gates.png
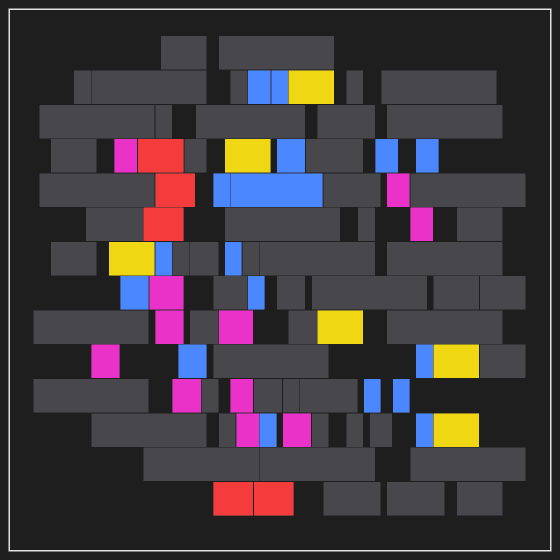
clock_wires.png
The bar under the picture is 10 um long.
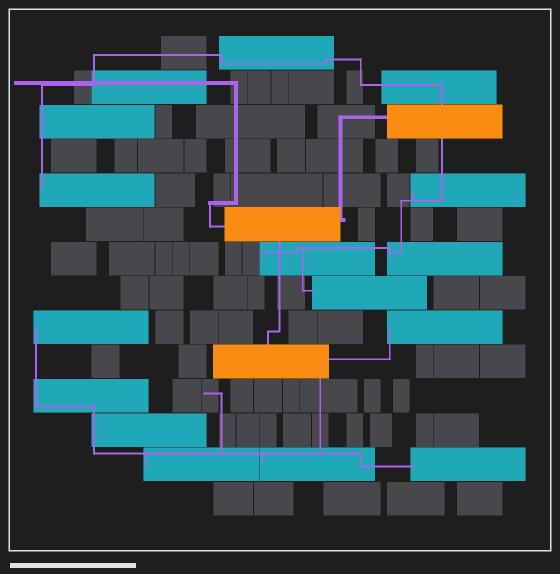
ff_map.png
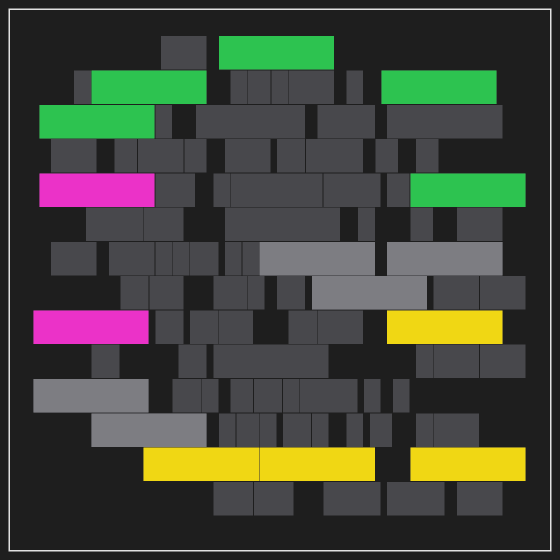
sizing.png
The bar under the picture is 10 um long.
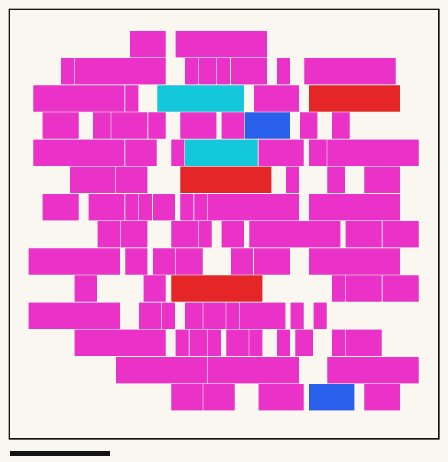
$ cat config.mk
export PLATFORM = sky130hd
export DESIGN_NAME = goto_rep_ch
export DESIGN_NICKNAME = d
export VERILOG_FILES = /design/src/rtl/goto_rep_pkg.sv /design/src/rtl/goto_rep_ch.sv
export SDC_FILE = /design/constraint.sdc
export NUM_CORES = 1
export LEC_CHECK = 0
export CAP_MARGIN = 5
export CORE_MARGIN = 1.5
export CORE_UTILIZATION = 55
export CTS_BUF_LIST = sky130_fd_sc_hd__clkbuf_16
export CTS_CLUSTER_DIAMETER = 40
export DETAILED_ROUTE_END_ITERATION = 10
export PLACE_DENSITY = 0.79
export SLEW_MARGIN = 20
export SYNTH_ARGS = -nofsm -noshare
export SYNTH_HDL_FRONTEND = slang
export SYNTH_SLANG_ARGS = --single-unit
$ cat constraint.sdc
create_clock -name clk -period 4.1 [get_ports clk]
set_clock_uncertainty 0.05 [all_clocks]
set_input_delay 0.615 -clock clk [delete_from_list [all_inputs] [get_ports clk]]
set_output_delay 0.615 -clock clk [all_outputs]
set_load 0.02 [all_outputs]
$ cat src/rtl/goto_rep_pkg.sv
// goto_rep_pkg
// Shared definitions for the goto-repetition checker: the per-channel state
// encoding and the default parameter values used by goto_rep_checker and
// goto_rep_ch.
package goto_rep_pkg;

  typedef enum logic [1:0] {
    IDLE  = 2'd0,
    DELAY = 2'd1,
    HUNT  = 2'd2,
    CHECK = 2'd3
  } goto_state_e;

  localparam int DEF_NUM_CH    = 4;
  localparam int DEF_START_DLY = 2;
  localparam int DEF_REP_CNT   = 2;
  localparam int DEF_TIMEOUT   = 16;

  localparam int STAT_W = 16;

endpackage

$ cat src/rtl/goto_rep_ch.sv
// goto_rep_ch
// One checker channel: after trig, waits START_DLY-1 cycles, then hunts for
// REP_CNT (not necessarily consecutive) rcv highs within TIMEOUT sampled
// edges, and finally samples cmpl exactly once on the following edge.
//
// Ports:
//   clk, rst_n        clock, asynchronous active-low reset
//   trig, rcv, cmpl   antecedent, repeated event, completion event
//   pass, fail        registered one-cycle result pulses
//   busy              channel not IDLE
//   overlap           registered pulse: trig arrived while busy and was dropped
//
// state | meaning
// IDLE  | waiting for trig
// DELAY | counting down the start delay before the first rcv sample
// HUNT  | counting rcv highs, timeout running
// CHECK | occurrence count reached; cmpl is sampled on the next edge
module goto_rep_ch
  import goto_rep_pkg::*;
#(
  parameter int START_DLY = DEF_START_DLY,
  parameter int REP_CNT   = DEF_REP_CNT,
  parameter int TIMEOUT   = DEF_TIMEOUT
) (
  input  logic clk,
  input  logic rst_n,
  input  logic trig,
  input  logic rcv,
  input  logic cmpl,
  output logic pass,
  output logic fail,
  output logic busy,
  output logic overlap
);

  localparam int OCC_W = $clog2(REP_CNT + 1);
  localparam int TMO_W = $clog2(TIMEOUT + 1);

  // DELAY is entered on the trig edge and left START_DLY-1 edges later, so
  // the down-counter starts at START_DLY-2 and exits on zero.
  localparam logic [3:0]       DLY_LOAD = (START_DLY > 1) ? 4'(START_DLY - 2) : 4'd0;
  localparam logic [3:0]       DLY_ONE  = 4'd1;
  localparam logic [OCC_W-1:0] OCC_ONE  = OCC_W'(1);
  localparam logic [OCC_W-1:0] OCC_LAST = OCC_W'(REP_CNT - 1);
  localparam logic [TMO_W-1:0] TMO_LOAD = TMO_W'(TIMEOUT);
  localparam logic [TMO_W-1:0] TMO_ONE  = TMO_W'(1);

  goto_state_e      r_state, w_state_nxt;
  logic [3:0]       r_dly_cnt, w_dly_nxt;
  logic [OCC_W-1:0] r_occ_cnt, w_occ_nxt;
  logic [TMO_W-1:0] r_tmo_cnt, w_tmo_nxt;
  logic             r_pass, w_pass_nxt;
  logic             r_fail, w_fail_nxt;
  logic             r_overlap, w_overlap_nxt;

  always_ff @(posedge clk or negedge rst_n) begin
    if (!rst_n) begin
      r_state   <= IDLE;
      r_dly_cnt <= '0;
      r_occ_cnt <= '0;
      r_tmo_cnt <= '0;
      r_pass    <= 1'b0;
      r_fail    <= 1'b0;
      r_overlap <= 1'b0;
    end else begin
      r_state   <= w_state_nxt;
      r_dly_cnt <= w_dly_nxt;
      r_occ_cnt <= w_occ_nxt;
      r_tmo_cnt <= w_tmo_nxt;
      r_pass    <= w_pass_nxt;
      r_fail    <= w_fail_nxt;
      r_overlap <= w_overlap_nxt;
    end
  end

  always_comb begin
    w_state_nxt   = r_state;
    w_dly_nxt     = r_dly_cnt;
    w_occ_nxt     = r_occ_cnt;
    w_tmo_nxt     = r_tmo_cnt;
    w_pass_nxt    = 1'b0;
    w_fail_nxt    = 1'b0;
    // Any trig outside IDLE is dropped, including on the resolving edge.
    w_overlap_nxt = trig && (r_state != IDLE);

    case (r_state)
      IDLE: begin
        if (trig) begin
          w_dly_nxt   = DLY_LOAD;
          w_occ_nxt   = '0;
          w_tmo_nxt   = TMO_LOAD;
          w_state_nxt = (START_DLY > 1) ? DELAY : HUNT;
        end
      end
      DELAY: begin
        if (r_dly_cnt == 4'd0) begin
          w_state_nxt = HUNT;
        end else begin
          w_dly_nxt = r_dly_cnt - DLY_ONE;
        end
      end
      HUNT: begin
        // Reaching the count wins over a timeout on the same edge.
        if (rcv && (r_occ_cnt == OCC_LAST)) begin
          w_occ_nxt   = r_occ_cnt + OCC_ONE;
          w_state_nxt = CHECK;
        end else begin
          if (rcv) begin
            w_occ_nxt = r_occ_cnt + OCC_ONE;
          end
          if (r_tmo_cnt == TMO_ONE) begin
            w_fail_nxt  = 1'b1;
            w_state_nxt = IDLE;
          end else begin
            w_tmo_nxt = r_tmo_cnt - TMO_ONE;
          end
        end
      end
      CHECK: begin
        w_pass_nxt  = cmpl;
        w_fail_nxt  = !cmpl;
        w_state_nxt = IDLE;
      end
      default: begin
        w_state_nxt = IDLE;
      end
    endcase
  end

  assign pass    = r_pass;
  assign fail    = r_fail;
  assign busy    = (r_state != IDLE);
  assign overlap = r_overlap;

endmodule

==> ci_impl_report.md <==
### Flow metrics

| Metric | Value |
|---|---|
| RSZ-0062 raised after global routing | no |
| Violation tally from detailed-route iteration zero | 10 |
| Power Density | 742 nW/um^2 |
| Max incr delay on CP | 0.54 ns |
| Clock Latency Late Sink | 0.24 ns |
| Placed Instances | 106 |
| Hold endpoint | r_dly_cnt[3]$_DFFE_PN0P_ |
| Total GRT Usage | 0.198 |
| Sw Share | 0.365 |
| Top power group | combinational logic |
| Max-slew headroom | 0.525 |
| Synthesized cell area | between 800 and 900 um^2 |
| Initial antenna violation count | 0 |
| Largest area contributor in the netlist | dfrtp_1 |
| Ao+oa area frac | 0.126 |
| Startpoint types | flip-flop |
| Syn Area/Cell | 10.4 um^2 |
| CP Buf/Inv Count | 2 |
| Syn_nets | 94 |
| CTS tree | done |
| Asr flop ratio synth | 1.00 |
| Die height | roughly 43 um |
| Die area | 1840 um^2 |
| Ant diodes | 0 |
| Worst path cell trace | nor2_1 > inv_1 > clkdlybuf4s50_1 |
| Adder Area Share | 0.0716 |
| I/O pin count | 9 |
| Setup crit start | r_state[0]$_DFFE_PN0P_ |
| Max cap viols | 0 |
| Xor/xnor share | 0 |
| Crit path DAT | 1.64 ns |
| Crit path kind | reg -> out |
| Origin of the critical flop-to-flop path | r_dly_cnt[0]$_DFFE_PN0P_ |
| Leak Pwr | 0.474 nW |
| Status | finished clean |
| Post-synthesis register bit count | 16 |
| Routed length on met3 | 70 um |
| Yosys top cell area share | 0.458 |
| Final Hold Fails | 0 |
| FP Util | 0.587 |
| Max FFs per register | 5 |
| Core area | 1490 um^2 |
| Biggest Area Class | logic gates |
| FF-to-FF setup slack | 2.57 ns |
| Int Power | between 0.4 and 0.5 mW |
| Num CTS Buffers | 3 |
| Post-route minimum period | 2.30 ns |
| Met1 Usage GRT | 0.284 |
| Bufs w/o clock | 8 |
-- gates.png (at the start) --
non-inverting ao/oa cells -> red  # cells 5
nand cells -> blue  # cells 17
mux cells -> yellow  # cells 6
aoi and oai cells -> magenta  # cells 11
Post-Layout Cell Count: 110
combinational share of cell area: 0.419
top logic cell by instance count in the layout: dfrtp_1

-- clock_wires.png (at the start) --
clock wires -> purple  # length 209 um
flip-flops -> cyan  # count 16
clock-net drivers -> orange  # count 3
flops lie = spread over the die
routed clock nets = 4

-- ff_map.png (at the start) --
r_tmo_cnt -> green  # placed flops 5
r_dly_cnt -> yellow  # placed flops 4
r_occ_cnt -> magenta  # placed flops 2
not colored = 5
area occupied by registers: 400 um^2
seq pwr: 0.288 mW

-- sizing.png (at the start) --
x3 and x4 -> cyan  # cells 2
x1 and smaller -> magenta  # cells 87
x2 -> blue  # cells 2
x6 and larger -> red  # cells 3

No activity file was given, so power comes from the tool's default toggle rates.
